Fig. 1: run 1, floorplan with the power grid
Pins as bars on the die edge. Tap cells in gray.
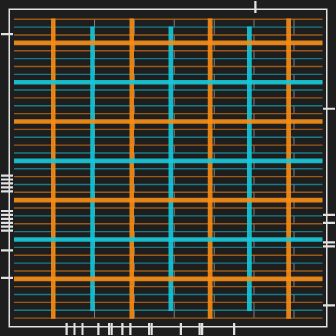
Fig. 2: run 1, cells colored by class
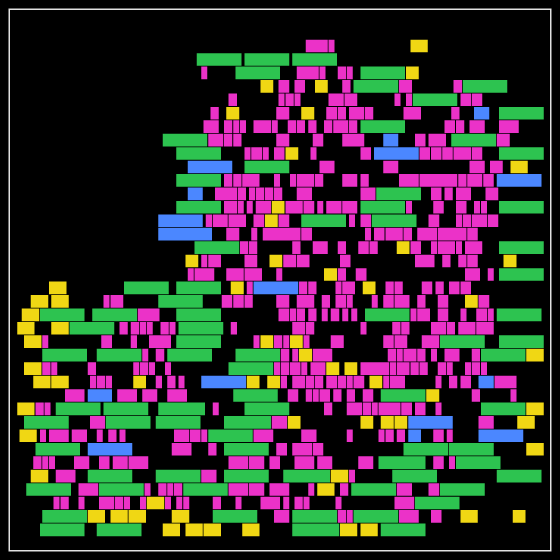
Fig. 3: run 1, routed clock nets over the placement
The bar under the picture is 20 µm long.
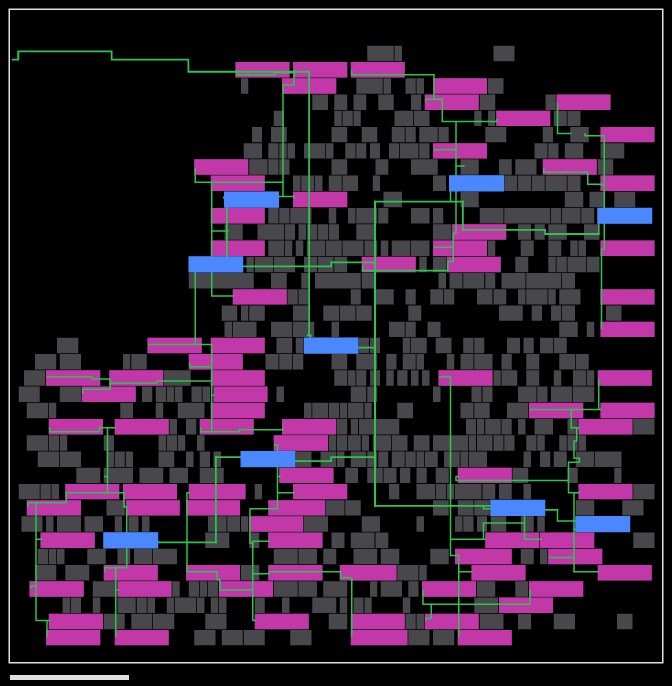
## src/rtl/keypad_lock_ctrl.sv

```systemverilog
// keypad_lock_ctrl
//   Sequencing controller between the keypad scanner and the lock actuator/display.
//   It turns the level-held key flags into single key events and buffers digits.
//   On '#' it checks the entry against the stored password and runs the
//   unlock / error / lockout timing. It also arbitrates the shared buzzer.
//
// Ports
//   clk, rst_n            clock, asynchronous active-low reset
//   key_value[3:0]        scanner code (0-9 digit, 11 '#', 12 '*')
//   key_number/star/sharp level flags, high while the key is held
//   buzz_key              scanner key-click request
//   buzz                  arbitrated buzzer drive
//   unlocked/locked_out/set_mode   state indications
//   digit_count[2:0]      digits held in the entry buffer
//   entry_digits[15:0]    entry buffer, newest digit in [3:0]
//   fail_count[1:0]       consecutive failed checks
module keypad_lock_ctrl #(
  parameter int unsigned CODE_LEN    = 4,
  parameter logic [15:0] RESET_CODE  = 16'h1234,
  parameter int unsigned MAX_FAIL    = 3,
  parameter int unsigned OPEN_CYCLES = 32_750_000,
  parameter int unsigned ERR_CYCLES  = 16_375_000,
  parameter int unsigned LOCK_CYCLES = 327_500_000,
  parameter int unsigned BEEP_CYCLES = 3_275_000
) (
  input  logic        clk,
  input  logic        rst_n,
  input  logic [3:0]  key_value,
  input  logic        key_number,
  input  logic        key_star,
  input  logic        key_sharp,
  input  logic        buzz_key,
  output logic        buzz,
  output logic        unlocked,
  output logic        locked_out,
  output logic        set_mode,
  output logic [2:0]  digit_count,
  output logic [15:0] entry_digits,
  output logic [1:0]  fail_count
);

  localparam int unsigned DW      = 4 * CODE_LEN;
  localparam logic [2:0]  FULL    = 3'(CODE_LEN);
  localparam logic [1:0]  MF      = 2'(MAX_FAIL);
  localparam logic [31:0] T_OPEN  = 32'(OPEN_CYCLES);
  localparam logic [31:0] T_ERR   = 32'(ERR_CYCLES);
  localparam logic [31:0] T_LOCK  = 32'(LOCK_CYCLES);
  // OPEN chirp is on while the down-counter is still above this value
  localparam logic [31:0] BEEP_TH = 32'(OPEN_CYCLES - BEEP_CYCLES);

  typedef enum logic [2:0] {
    S_ENTRY, S_CHECK, S_OPEN, S_SET, S_ERR, S_LOCK
  } state_t;

  state_t      state_q, state_d;
  logic [15:0] entry_q, entry_d;
  logic [15:0] pw_q, pw_d;
  logic [2:0]  cnt_q, cnt_d;
  logic [1:0]  fail_q, fail_d;
  logic [31:0] timer_q, timer_d;
  logic [2:0]  flag_q, flag_qq;   // {sharp, star, number}
  logic        buzz_q, buzz_d;
  logic        unl_q, lck_q, set_q;

  // Edge detect: flag_q is the synchronised copy, flag_qq its previous value.
  // The event is processed one cycle after the flag rises.
  logic [2:0] rise;
  logic       ev_sharp, ev_star, ev_num, can_push;

  assign rise     = flag_q & ~flag_qq;
  assign ev_sharp = rise[2];
  assign ev_star  = rise[1] & ~rise[2];
  assign ev_num   = rise[0] & ~|rise[2:1] & (key_value <= 4'd9);
  assign can_push = ev_num & (cnt_q < FULL);

  always_comb begin
    state_d = state_q;
    entry_d = entry_q;
    pw_d    = pw_q;
    cnt_d   = cnt_q;
    fail_d  = fail_q;
    timer_d = timer_q;
    unique case (state_q)
      S_ENTRY: begin
        if (ev_sharp) begin
          if (cnt_q == FULL) begin
            state_d = S_CHECK;
          end else begin
            state_d = S_ERR;
            timer_d = T_ERR;
            entry_d = '0;
            cnt_d   = '0;
          end
        end else if (ev_star) begin
          entry_d = '0;
          cnt_d   = '0;
        end else if (can_push) begin
          entry_d = {entry_q[11:0], key_value};
          cnt_d   = cnt_q + 3'd1;
        end
      end
      S_CHECK: begin
        entry_d = '0;
        cnt_d   = '0;
        if (entry_q[DW-1:0] == pw_q[DW-1:0]) begin
          fail_d  = '0;
          timer_d = T_OPEN;
          state_d = S_OPEN;
        end else begin
          fail_d = fail_q + 2'd1;
          if (fail_d == MF) begin
            timer_d = T_LOCK;
            state_d = S_LOCK;
          end else begin
            timer_d = T_ERR;
            state_d = S_ERR;
          end
        end
      end
      S_OPEN: begin
        if (ev_sharp) begin
          state_d = S_ENTRY;
          timer_d = '0;
        end else if (ev_star) begin
          state_d = S_SET;
          timer_d = '0;
          entry_d = '0;
          cnt_d   = '0;
        end else if (timer_q <= 32'd1) begin
          state_d = S_ENTRY;
          timer_d = '0;
        end else begin
          timer_d = timer_q - 32'd1;
        end
      end
      S_SET: begin
        // buffer is cleared on both exits so ENTRY starts fresh
        if (ev_sharp) begin
          if (cnt_q == FULL) begin
            pw_d    = entry_q;
            entry_d = '0;
            cnt_d   = '0;
            state_d = S_ENTRY;
          end
        end else if (ev_star) begin
          entry_d = '0;
          cnt_d   = '0;
          state_d = S_ENTRY;
        end else if (can_push) begin
          entry_d = {entry_q[11:0], key_value};
          cnt_d   = cnt_q + 3'd1;
        end
      end
      S_ERR, S_LOCK: begin
        if (timer_q <= 32'd1) begin
          state_d = S_ENTRY;
          timer_d = '0;
          if (state_q == S_LOCK) fail_d = '0;
        end else begin
          timer_d = timer_q - 32'd1;
        end
      end
      default: state_d = S_ENTRY;
    endcase
  end

  // Outputs are registered from the next-state values so they line up
  // with the state they describe.
  always_comb begin
    buzz_d = buzz_key;
    unique case (state_d)
      S_ERR, S_LOCK: buzz_d = 1'b1;
      S_OPEN:        buzz_d = (timer_d > BEEP_TH) ? 1'b1 : buzz_key;
      default:       buzz_d = buzz_key;
    endcase
  end

  always_ff @(posedge clk or negedge rst_n) begin
    if (!rst_n) begin
      state_q <= S_ENTRY;
      entry_q <= '0;
      pw_q    <= RESET_CODE;
      cnt_q   <= '0;
      fail_q  <= '0;
      timer_q <= '0;
      flag_q  <= '0;
      flag_qq <= '0;
      buzz_q  <= 1'b0;
      unl_q   <= 1'b0;
      lck_q   <= 1'b0;
      set_q   <= 1'b0;
    end else begin
      state_q <= state_d;
      entry_q <= entry_d;
      pw_q    <= pw_d;
      cnt_q   <= cnt_d;
      fail_q  <= fail_d;
      timer_q <= timer_d;
      flag_q  <= {key_sharp, key_star, key_number};
      flag_qq <= flag_q;
      buzz_q  <= buzz_d;
      unl_q   <= (state_d == S_OPEN);
      lck_q   <= (state_d == S_LOCK);
      set_q   <= (state_d == S_SET);
    end
  end

  assign buzz         = buzz_q;
  assign unlocked     = unl_q;
  assign locked_out   = lck_q;
  assign set_mode     = set_q;
  assign digit_count  = cnt_q;
  assign entry_digits = entry_q;
  assign fail_count   = fail_q;

endmodule

```

## config.mk

```make
export PLATFORM = sky130hd
export DESIGN_NAME = keypad_lock_ctrl
export DESIGN_NICKNAME = d
export VERILOG_FILES = /design/src/rtl/keypad_lock_ctrl.sv
export SDC_FILE = /design/constraint.sdc
export NUM_CORES = 1
export LEC_CHECK = 0
export CAP_MARGIN = 5
export CORE_UTILIZATION = 40
export DETAILED_ROUTE_END_ITERATION = 8
export HOLD_SLACK_MARGIN = 0.05
export PLACE_DENSITY_LB_ADDON = 0.25
export SLEW_MARGIN = 5
export SYNTH_ARGS = -nofsm -noshare
export SYNTH_HDL_FRONTEND = slang
export SYNTH_SLANG_ARGS = --single-unit
export TNS_END_PERCENT = 100
```

## constraint.sdc

```tcl
create_clock -name clk -period 3.5 [get_ports clk]
set_input_delay 0.525 -clock clk [delete_from_list [all_inputs] [get_ports clk]]
set_output_delay 0.525 -clock clk [all_outputs]
set_load 0.01 [all_outputs]
```

==> summary.rpt, run 1 <==
CLOCK TREE
--------------------------------------------------------------------------------
Clock Tree Buf Depth ..............................................            2
Clock-pin transition on the worst setup and hold timing paths .....      0.06 ns
Skew-Pair Late Insertion Delay ....................................      0.35 ns
Clock buffer count from CTS .......................................            9
Clock tree from TritonCTS .........................................          yes
Sinks on Clock Net ................................................           82
CTS H-tree lvls ...................................................            3

POWER AND IR DROP
--------------------------------------------------------------------------------
Gate power share ..................................................        26.3%
Share of total power consumed by net switching ....................        34.5%
Post-layout total power ...........................................    0.00310 W
Leakage power of the design .......................................      2.35 nW
Internal power summed over all cells ..............................    0.00203 W
Worst vdd rail ir drop ............................................     0.364 mV
Sequential power share ............................................        42.0%

GLOBAL ROUTE
--------------------------------------------------------------------------------
Global-route usage over all layers ................................        24.0%
GRT overflow ......................................................            0
GR peak layer .....................................................         met2
Largest net degree at the start of global routing .................           49
Met2 Use GR .......................................................        37.2%
Met3 Track Usage GR ...............................................        5.99%
Met1 global-route usage ...........................................        31.8%
Number of global-route vias before repair .........................         4144

SYNTHESIS
--------------------------------------------------------------------------------
Compound-Gate Fraction of Synth Area ..............................        18.8%
Cell count in the Yosys report ....................................          494
Count of cell types in the netlist ................................           70
Post-synthesis instance area ......................................     4600 µm²
Yosys-reported design area after synthesis ........................     4600 µm²
Synthesized area per cell .........................................     9.32 µm²
Share of the synthesized netlist area taken by xor and xnor gates .        3.99%
Main logic family ................................................. simple AND/OR/NAND/NOR gates
Synthesized registers .............................................           82
Synth Warn # ......................................................            0
Proportion of synthesized area in mux cells .......................        4.78%
Fraction of the mapped netlist area in simple logic gates .........        22.8%
Most used flip-flop cell .......................................... sky130_fd_sc_hd__dfrtp_1
Cell count after synthesis ........................................          494

RUN STATUS
--------------------------------------------------------------------------------
Status ............................................................ finished, final reports clean

LAYOUT
--------------------------------------------------------------------------------
Total Nets Final ..................................................          562
Total of fill cells in the finished design ........................         1003
Synth-to-Final Area Change ........................................        21.0%
Share of layout cells above drive strength 1 ......................        15.8%
Flip-flop and latch area ..........................................     2060 µm²
Top cells excl fill/tap ........................................... sky130_fd_sc_hd__dfrtp_1 (77), sky130_fd_sc_hd__nand2_1 (66), sky130_fd_sc_hd__o21ai_0 (42), sky130_fd_sc_hd__clkdlybuf4s50_1 (33), sky130_fd_sc_hd__buf_4 (31)
Final core utilization ............................................        50.5%
Commonest non-fill, non-tap cell in the layout .................... sky130_fd_sc_hd__dfrtp_1
Comb gate area ....................................................     2400 µm²

STA
--------------------------------------------------------------------------------
Max-slew headroom at the worst pin ................................        55.6%
Setup_tns .........................................................         0 ns
Upper clock frequency limit .......................................      300 MHz
Final Hold Fails ..................................................            0
Period utilisation layout .........................................        95.4%
Worst Max-Slew Pin Slew ...........................................     0.661 ns
Clock period minus final worst setup slack ........................      3.34 ns
Clk_skew ..........................................................   0.00598 ns
Final worst slack .................................................     0.161 ns
Setup-failing EPs final ...........................................            0

FLOORPLANNING
--------------------------------------------------------------------------------
Number of primary I/O pins ........................................           35
Die height ........................................................       109 µm
Floorplan Utilization .............................................        41.7%
Die width .........................................................       109 µm
Chip Area .........................................................    11900 µm²

PLACED DESIGN
--------------------------------------------------------------------------------
Placed cell area ..................................................     5250 µm²
Post-place setup slack ............................................     0.107 ns
Placer Congestion .................................................        0.921
Number of port buffers ............................................           34
DPL Wire Length ...................................................      9660 µm

SETUP PATH
--------------------------------------------------------------------------------
Critical path class ...............................................   reg -> reg
WP data required ..................................................      3.72 ns
Data arrival, critical path .......................................      3.55 ns
Highest fanout seen on the critical path ..........................           12
Worst Setup End Kind ..............................................    flip-flop

DRT
--------------------------------------------------------------------------------
Average vias per placed instance ..................................         6.03
Metal1 wirelength .................................................      5860 µm
Routed vias .......................................................         4171
Uppermost metal layer occupied by signal nets .....................         met4
DRC ...............................................................            0
DR iter-0 viols ...................................................          376
Wire length on met3 ...............................................      1020 µm
Count of nets left with antenna violations after detail routing ...            0

Notes on Fig. 1 above:
Orange marks VSS. Cyan marks VDD.
7 straps on met4. 140 tap cells.

Notes on Fig. 2 above:
Yellow marks other buffers and delay cells, cells 64. Green marks flip-flops, cells 82. Blue marks clock drivers and dummy loads, cells 16. Magenta marks all other logic, cells 390.
core area: 11000 µm²
num rows: 38
Seq/total area: 37.0%
area of all placed cells without fillers: 5570 µm²

Notes on Fig. 3 above:
Blue marks cells driving clock nets, count 9. Magenta marks flip-flops, count 82. Green marks clock wires, length 1070 µm.
There are 10 routed clock nets. Position of the flops: spread over the die.

run 1: power groups by stage:
stage	logic (W)	registers, W	clock network, W
after CTS	0.000797	0.00130	0.00100
after detailed placement	0.000794	0.00131	0
after floorplan	0.000491	0.00128	0
after global routing	0.000891	0.00132	0.00104
final	0.000815	0.00130	0.000981
after global placement	0.000785	0.00131	0
run 1: state kept, by name (all words and copies together), names as in the netlist:
register	cells
fail_count	2
pw_q	16
flag_qq	3
locked_out	1
timer_q	32
buzz	1
entry_digits	16
flag_q	3
state_q	3
set_mode	1
unlocked	1
digit_count	3
run 1: synthesized netlist by cell type (5+ instances only):
library cell,number,area (µm²)
sky130_fd_sc_hd__dfrtp_1,77,1930
sky130_fd_sc_hd__nand2_1,67,251
sky130_fd_sc_hd__o21ai_0,42,210
sky130_fd_sc_hd__nor2_1,28,105
sky130_fd_sc_hd__a21oi_1,22,110
sky130_fd_sc_hd__xnor2_1,19,166
sky130_fd_sc_hd__nor3_1,17,85.1
sky130_fd_sc_hd__clkbuf_1,16,60.1
sky130_fd_sc_hd__inv_1,16,60.1
sky130_fd_sc_hd__mux2_2,16,180
sky130_fd_sc_hd__a31oi_1,13,81.3
sky130_fd_sc_hd__nand4_1,13,81.3
sky130_fd_sc_hd__nand3_1,12,60.1
sky130_fd_sc_hd__or4_1,9,67.6
sky130_fd_sc_hd__nand2b_1,8,50.1
sky130_fd_sc_hd__or3_1,8,50.1
sky130_fd_sc_hd__nor4_1,7,43.8
sky130_fd_sc_hd__dfstp_2,5,131
sky130_fd_sc_hd__ha_1,5,62.6
run 1: cell type report:
cell class | count | area share, %
clock buffer | 10 | 4.29
clock inverter | 6 | 1.30
inverter | 17 | 1.15
multi-input combinational | 373 | 43.0
sequential | 82 | 37.0
tap | 140 | 3.15
timing repair buffer | 64 | 10.1
run 1: path summary, 6_finish.rpt:
check | start | endpoint | slack, ns | depth (start not counted)
min in group clk | flag_q[0] | flag_qq[0] | 0.38 | 0
min reg2reg | flag_q[0] | flag_qq[0] | 0.38 | 0
max | timer_q[14] | buzz | 0.16 | 9
max in group asynchronous | rst_n | pw_q[2] | 2.57 | 2
max reg2reg | timer_q[14] | buzz | 0.16 | 9
min | rst_n | set_mode | 0.19 | 1
run 1: stage by stage:
| stage | instances | hold slack (ns) |
|---|---|---|
| final | 692 | 0.187 |
| after global routing | 692 | 0.244 |
| after CTS | 692 | 0.209 |
| after detailed placement | 676 | 0.370 |
| after global placement | 676 | 0.372 |
| after floorplan | 494 | 0.229 |
run 1: critical path, stage by stage, from the launching register on:
cell                      delay (ns)
sky130_fd_sc_hd__dfrtp_1        0.42
sky130_fd_sc_hd__nor4_2         0.42
sky130_fd_sc_hd__and4_2         0.41
sky130_fd_sc_hd__and4_4         0.38
sky130_fd_sc_hd__or4b_1         0.15
sky130_fd_sc_hd__nand4_1        0.10
sky130_fd_sc_hd__or4_1          0.53
sky130_fd_sc_hd__or4_4          0.45
sky130_fd_sc_hd__nor4_2         0.22
sky130_fd_sc_hd__a31oi_1        0.11
run 1: repair_timing:
item                       4_1_cts  5_1_grt
resized                          0        3
setup endpoints to repair        0        1
hold buffers                     0        0
hold endpoints to repair         0        0
setup buffers                    0        0
Fig. 4: run 1, routed metal, one color a layer
The bar under the picture is 20 µm long.
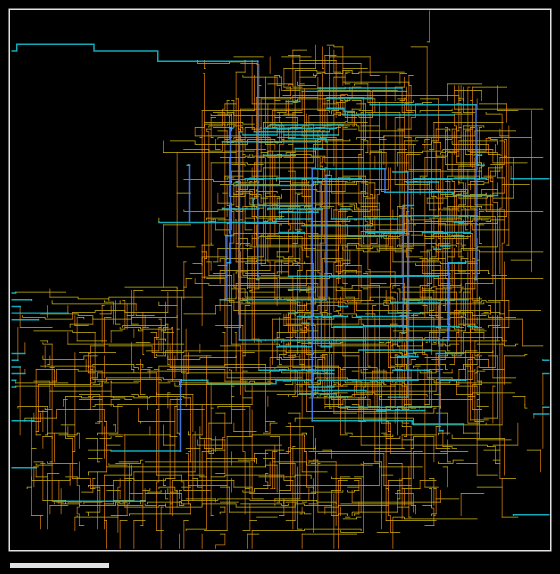

==> inputs of run 2 (changes only) <==
Settings changed: SETUP_SLACK_MARGIN set to 0.05.
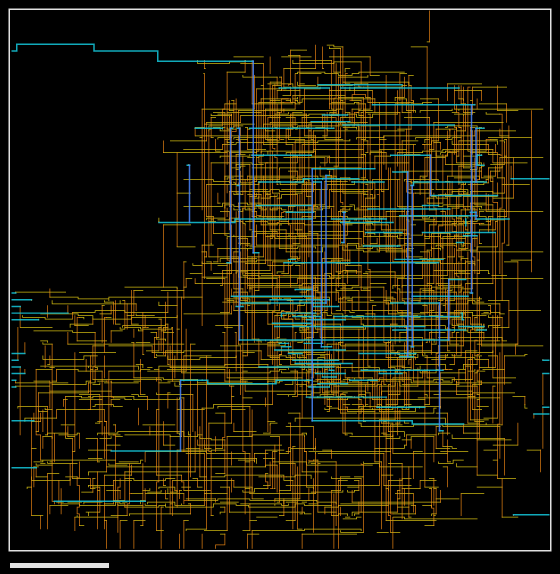
Fig. 5. Routed metal, one color a layer (run 2).
The bar under the picture is 20 µm long.
Blue marks met4, wire length 418 µm. Cyan marks met3, wire length 1010 µm. Yellow marks met1, wire length 5870 µm. Orange marks met2, wire length 5960 µm.
global-route usage over all layers: 24.0%
final wirelength: 13300 µm

==> run 2 against run 1 <==
Effect of this change:
- flip-flop count is the same
- count of clock-buffer cells in the layout is the same
- non-clock buffer count is the same
- utilization grew 0.079 points
- worst setup slack gained 0.0079 ns
- critical path type unchanged
- highest routed layer unchanged
- largest cell class unchanged
==> summary.rpt, run 2 <==
FLOORPLANNING
------------------------------------------------------------------------------
Number of primary I/O pins ......................................           35
Chip Area .......................................................    11900 µm²

SYNTHESIS
------------------------------------------------------------------------------
Synthesized registers ...........................................           82
Most used flip-flop cell ........................................ sky130_fd_sc_hd__dfrtp_1
Yosys-reported design area after synthesis ......................     4600 µm²
Count of cell types in the netlist ..............................           70
Cell count after synthesis ......................................          494
Synthesized area per cell .......................................     9.32 µm²
Largest cells by area ........................................... sky130_fd_sc_hd__dfrtp_1 (42%), sky130_fd_sc_hd__nand2_1 (5.5%), sky130_fd_sc_hd__o21ai_0 (4.6%)
Proportion of netlist area held by the largest area contributor .        41.8%

CLOCK TREE
------------------------------------------------------------------------------
Clock Tree Buf Depth ............................................            2
CTS H-tree lvls .................................................            3
Clock-pin transition on the worst setup and hold timing paths ...      0.06 ns
CTS Hold Bufs ...................................................            0

SETUP PATH
------------------------------------------------------------------------------
Largest stage delay, worst path .................................      0.73 ns
Critical Path, Cell by Cell ..................................... or4_1 -> nor3_4 -> nand4b_1 -> a31o_1 -> a21o_1 -> or4_1 -> or4_4 -> nor4_2 -> a31oi_1
Bufs and invs on worst path .....................................            0
Data arrival, critical path .....................................      3.55 ns
Family with the most delay on the worst path .................... simple AND/OR/NAND/NOR gates
Instance count on the critical path .............................            9

STA
------------------------------------------------------------------------------
Upper clock frequency limit .....................................      300 MHz
Final Hold Fails ................................................            0
Setup_tns .......................................................         0 ns
Clock period minus final worst setup slack ......................      3.33 ns
Worst Max-Slew Pin Slew .........................................     0.666 ns
Setup-failing EPs final .........................................            0
Period utilisation layout .......................................        95.2%

DRT
------------------------------------------------------------------------------
DRC .............................................................            0
Average vias per placed instance ................................         6.07
Routed vias .....................................................         4199

GLOBAL ROUTE
------------------------------------------------------------------------------
Largest net degree at the start of global routing ...............           49
Number of global-route vias before repair .......................         4144

LAYOUT
------------------------------------------------------------------------------
Commonest non-fill, non-tap cell in the layout .................. sky130_fd_sc_hd__dfrtp_1
Comb gate area ..................................................     2410 µm²
Share of layout cells above drive strength 1 ....................        15.8%
Flip-flop and latch area ........................................     2060 µm²
Top reg by flops ................................................      timer_q
Total Nets Final ................................................          562

POWER AND IR DROP
------------------------------------------------------------------------------
Internal power summed over all cells ............................    0.00203 W
Sequential power share ..........................................        42.2%
Post-layout total power .........................................    0.00311 W

RUN STATUS
------------------------------------------------------------------------------
Status .......................................................... finished, final reports clean

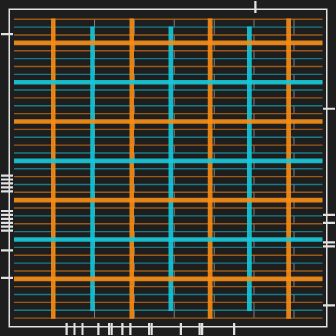
Fig. 6. Floorplan with the power grid (run 2).
Pins as bars on the die edge. Tap cells in gray.
Cyan marks VDD. Orange marks VSS.
7 straps on met4. 140 tap cells. 35 signal pins sit on the boundary.
die height: 109 µm
worst vdd rail ir drop: 0.364 mV
die width: 109 µm

-- run 2: cell counts after synthesis --
Identical to the previous run, type by type.
-- run 2: worst paths after layout --
kind / endpoint / slack [ns] / startpoint
worst max-delay path: buzz / 0.17 / timer_q[0]
worst min-delay path: set_mode / 0.18 / rst_n
worst max register to register: buzz / 0.17 / timer_q[0]
worst min register to register: flag_qq[0] / 0.38 / flag_q[0]
max in group asynchronous: pw_q[2] / 2.57 / rst_n
min in group clk: flag_qq[0] / 0.38 / flag_q[0]
-- run 2: per-layer routing --
metal | global-route usage [%] | share of wire (%) | routed length (µm)
met2 | 37.2 | 45 | 5960
met4 | 10.8 | 3.1 | 417
met3 | 5.99 | 7.6 | 1010
met1 | 31.8 | 44 | 5870
met5 | 0 | 0 | 0
-- run 2: worst register-to-register path, cell delays in order, from the launching register on --
cell and delay (ns):
sky130_fd_sc_hd__dfrtp_1 0.44, sky130_fd_sc_hd__or4_1 0.73, sky130_fd_sc_hd__nor3_4 0.22, sky130_fd_sc_hd__nand4b_1 0.14, sky130_fd_sc_hd__a31o_1 0.24, sky130_fd_sc_hd__a21o_1 0.18, sky130_fd_sc_hd__or4_1 0.46, sky130_fd_sc_hd__or4_4 0.45
sky130_fd_sc_hd__nor4_2 0.22, sky130_fd_sc_hd__a31oi_1 0.11
-- run 2: logic make-up (layout without fill, tap and decap cells) --
family | after synthesis | in the layout | share of synthesized area, %
and+or+nand+nor | 196 | 196 | 22.8
AOI/OAI and AO/OA | 131 | 131 | 18.8
DFF | 82 | 82 | 44.7
buffers and inverters | 39 | 97 | 3.53
xor gates and xnor gates | 21 | 21 | 3.99
muxes | 20 | 20 | 4.78
adders and majority gates | 5 | 5 | 1.36
-- run 2: per-stage QoR --
step           cells  area (µm²)  utilization, %  setup slack [ns]  hold slack (ns)
6_report         692        5580            50.6             0.169            0.184
4_1_cts          692        5560            50.4            0.0941            0.209
5_1_grt          692        5580            50.6            0.0602            0.244
3_3_place_gp     676        5250            47.6             0.200            0.372
2_1_floorplan    494        4600               -             0.461            0.229
3_5_place_dp     676        5250            47.6             0.107            0.370
-- run 2: area by class of cell --
class / count / area share, %
clock buffers: 10 / 4.28
clock inverters: 6 / 1.30
inverters: 17 / 1.14
multi-input cells: 373 / 43.1
flip-flops and latches: 82 / 36.9
well taps: 140 / 3.14
repair buffers: 64 / 10.1
-- run 2: power groups by stage --
stage | Sequential (W) | Clock [W] | Combinational [W]
after floorplan | 0.00128 | 0 | 0.000491
after detailed placement | 0.00131 | 0 | 0.000794
after CTS | 0.00130 | 0.00100 | 0.000797
after global placement | 0.00131 | 0 | 0.000785
after global routing | 0.00133 | 0.00104 | 0.000894
final | 0.00131 | 0.000982 | 0.000817
Fig. 7: run 2, routed clock nets over the placement
The bar under the picture is 20 µm long.
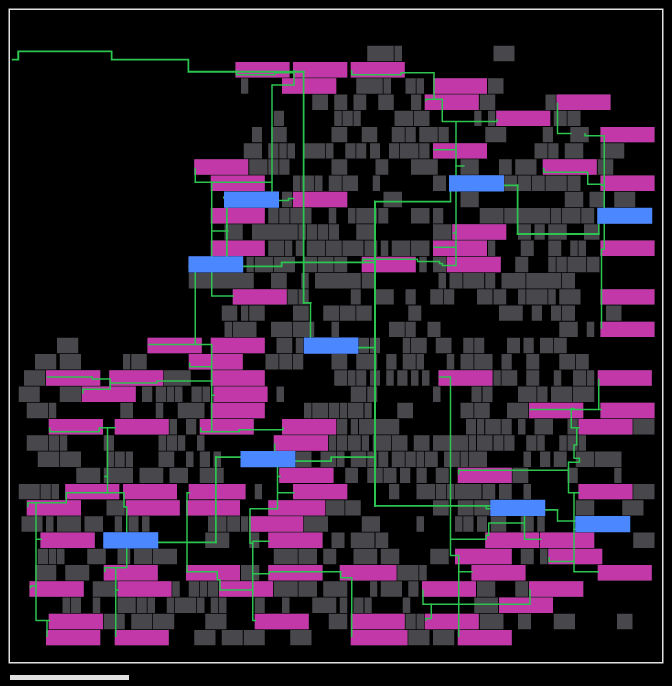

==> inputs of run 3 (changes only) <==
Settings changed: CORE_UTILIZATION 40 to 44.
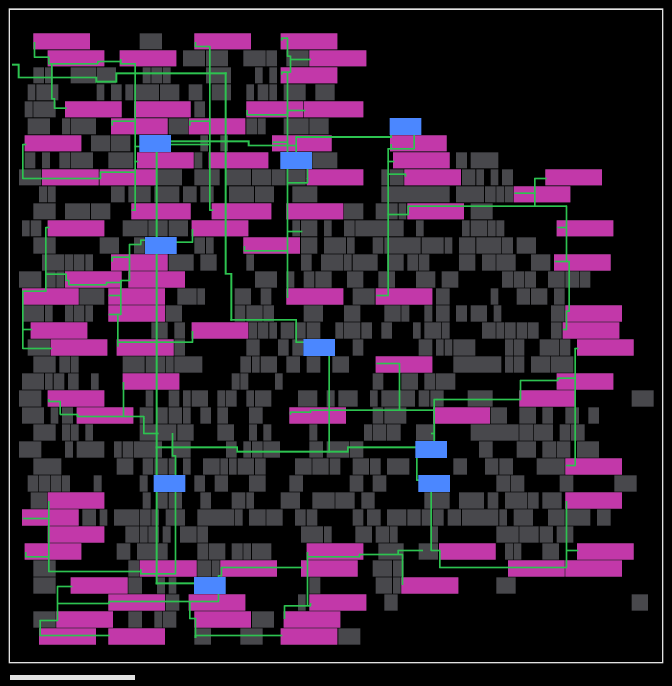
Fig. 8. Routed clock nets over the placement (run 3).
The bar under the picture is 20 µm long.
Magenta marks flip-flops, count 82. Green marks clock wires, length 1060 µm. Blue marks cells driving clock nets, count 9.
Position of the flops: spread over the die.
clk_skew: 0.0111 ns
Skew-Pair Late Insertion Delay: 0.37 ns
Clock Power Share: 25.0%
clock network power consumption: 0.000708 W

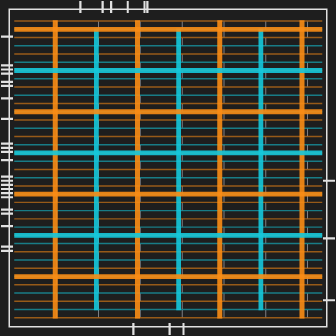
Fig. 9. Floorplan with the power grid (run 3).
Pins as bars on the die edge. Tap cells in gray.
Cyan marks VDD. Orange marks VSS.
7 straps on met5. The core has 36 rows. 133 tap cells. 7 straps on met4. 35 signal pins sit on the boundary.

==> run 3 against run 2 <==
Effect of this change:
- register-to-register slack gained 0.04 ns
- highest routed layer unchanged
- fmax grew 1.3%
- utilization grew 4.2 points
- power shrank 8.8%
==> summary.rpt, run 3 <==
LAYOUT
--------------------------------------------------------------------------------
Commonest non-fill, non-tap cell in the layout .................... sky130_fd_sc_hd__dfrtp_1
Top reg by flops ..................................................      timer_q
Flip-flop count of the largest register after layout ..............           32
Final core utilization ............................................        54.8%
Total Nets Final ..................................................          559
Synth-to-Final Area Change ........................................        18.5%
Total of fill cells in the finished design ........................          917
Top cells excl fill/tap ........................................... sky130_fd_sc_hd__dfrtp_1 (77), sky130_fd_sc_hd__nand2_1 (67), sky130_fd_sc_hd__o21ai_0 (42), sky130_fd_sc_hd__clkdlybuf4s50_1 (33)

STA
--------------------------------------------------------------------------------
Clock period minus final worst setup slack ........................      3.29 ns
Final Hold Fails ..................................................            0
Setup-failing EPs final ...........................................            0
Period utilisation layout .........................................        93.9%
Setup_tns .........................................................         0 ns
Worst Max-Slew Pin Slew ...........................................      1.02 ns
Max-slew headroom at the worst pin ................................        32.1%

SYNTHESIS
--------------------------------------------------------------------------------
Synthesized registers .............................................           82
Cell count in the Yosys report ....................................          494
Count of cell types in the netlist ................................           70
Synthesized area per cell .........................................     9.32 µm²
Yosys-reported design area after synthesis ........................     4600 µm²
Synth cell count leaders .......................................... sky130_fd_sc_hd__dfrtp_1 (77), sky130_fd_sc_hd__nand2_1 (67), sky130_fd_sc_hd__o21ai_0 (42)
Synth Warn # ......................................................            0
Cell count after synthesis ........................................          494
Post-synthesis instance area ......................................     4600 µm²
Largest cells by area ............................................. sky130_fd_sc_hd__dfrtp_1 (42%), sky130_fd_sc_hd__nand2_1 (5.5%), sky130_fd_sc_hd__o21ai_0 (4.6%)
Proportion of netlist area held by the largest area contributor ...        41.8%
Post-synthesis cell type with the largest combined area ........... sky130_fd_sc_hd__dfrtp_1
Most used flip-flop cell .......................................... sky130_fd_sc_hd__dfrtp_1
Most frequently used cell type in the post-synthesis netlist ...... sky130_fd_sc_hd__dfrtp_1

GLOBAL ROUTE
--------------------------------------------------------------------------------
Number of antenna violations at the first check in global routing .            0
Global-route wire length before repair ............................     20700 µm
Largest net degree at the start of global routing .................           83
Global-route usage over all layers ................................        24.3%
Number of global-route vias before repair .........................         4069

SETUP PATH
--------------------------------------------------------------------------------
Critical path class ...............................................   reg -> reg
Worst Setup End Kind ..............................................    flip-flop
Worst flop-to-flop path startpoint ................................  timer_q[21]
Data arrival, critical path .......................................      3.53 ns
Cell type with the highest occurrence count on the critical path .. sky130_fd_sc_hd__buf_4
Setup crit start ..................................................  timer_q[21]
Critical Path, Cell by Cell ....................................... or4_4 -> nor2_4 -> nand4_4 -> buf_4 -> nand2_1 -> buf_4 -> o2111ai_1 -> nor4b_2 -> buf_4 -> a31oi_1 -> a21oi_1 -> a31oi_1
Bufs and invs on worst path .......................................            3
Master of the slowest instance on the critical path ............... sky130_fd_sc_hd__or4_4
Highest fanout seen on the critical path ..........................           17
Family with the most delay on the worst path ...................... simple AND/OR/NAND/NOR gates
WP data required ..................................................      3.75 ns
Largest stage delay, worst path ...................................      0.61 ns

DRT
--------------------------------------------------------------------------------
Final wirelength ..................................................     12600 µm
DRC ...............................................................            0
DR iter-0 viols ...................................................          304

CLOCK TREE
--------------------------------------------------------------------------------
Number of buffers inserted by post-CTS setup repair ...............            0
Post-CTS Resized ..................................................            0
Clock tree from TritonCTS .........................................          yes
Clock-pin transition on the worst setup and hold timing paths .....      0.08 ns
CTS H-tree lvls ...................................................            3
Sinks on Clock Net ................................................           82
Clock buffer count from CTS .......................................            9
CTS Hold Bufs .....................................................            0
Clock Tree Buf Depth ..............................................            2

FLOORPLANNING
--------------------------------------------------------------------------------
Floorplan Utilization .............................................        46.3%
Number of primary I/O pins ........................................           35
Die height ........................................................       104 µm
Core area .........................................................     9950 µm²
Chip Area .........................................................    10900 µm²
Num rows ..........................................................           36

POWER AND IR DROP
--------------------------------------------------------------------------------
Post-layout total power ...........................................    0.00284 W
Worst vdd rail ir drop ............................................     0.237 mV
Leakage power of the design .......................................      2.29 nW

PLACED DESIGN
--------------------------------------------------------------------------------
Number of port buffers ............................................           34
DPL Wire Length ...................................................      9040 µm
Placer Congestion .................................................        0.887

RUN STATUS
--------------------------------------------------------------------------------
Status ............................................................ finished, final reports clean

## run 3: cell type report
type                    count  area (µm²)  share of cell area, %
clock buffers               9         124                   2.27
clock inverters             7        76.3                   1.40
inverters                  17        63.8                   1.17
multi-input cells         373        2430                   44.5
flip-flops and latches     82        2060                   37.7
well taps                 133         166                   3.05
repair buffers             61         541                   9.91
## run 3: worst paths after layout
| check | to | depth (start not counted) |
|---|---|---|
| setup reg to reg | buzz | 12 |
| hold reg to reg | flag_qq[0] | 0 |
| hold / removal | timer_q[25] | 1 |
| setup / recovery | buzz | 12 |
| min in group clk | flag_qq[0] | 0 |
| max in group asynchronous | digit_count[1] | 1 |
## run 3: cells by family after synthesis
family / Yosys count / synth area share (%)
AND-OR/OR-AND: 131 / 18.8
XOR/XNOR: 21 / 3.99
adder cells (fa/ha/maj): 5 / 1.36
buffers and inverters: 39 / 3.53
flip-flops: 82 / 44.7
multiplexers: 20 / 4.78
AND/OR/NAND/NOR: 196 / 22.8
## run 3: metal layers
layer | vias to the layer above | track usage, % | share of wire, %
met5 | - | 0 | 0
met4 | 0 | 12.1 | 3.5
met3 | 45 | 5.58 | 7.1
met2 | 183 | 37.1 | 45
met1 | 2013 | 32.2 | 44
li1 | 1932 | - | -
## run 3: report_power, final
group	switching (W)	leakage (nW)	total [W]	internal [W]
Sequential	0.000239	1.06	0.00133	0.00109
Clock	0.000374	0.0962	0.000708	0.000334
Combinational	0.000432	1.14	0.000802	0.000369
Total	0.00104	2.29	0.00284	0.00179
## run 3: stage by stage
| step | area [µm²] | instances | setup WS, ns | hold slack [ns] |
|---|---|---|---|---|
| after floorplan | 4600 | 494 | 0.461 | 0.229 |
| final | 5460 | 682 | 0.213 | 0.332 |
| after global placement | 5220 | 666 | 0.147 | 0.367 |
| after global routing | 5460 | 682 | 0.0569 | 0.397 |
| after CTS | 5420 | 682 | 0.130 | 0.374 |
| after detailed placement | 5220 | 666 | 0.148 | 0.368 |
Power figures rest on the tool's default switching activity, not on a simulated workload.
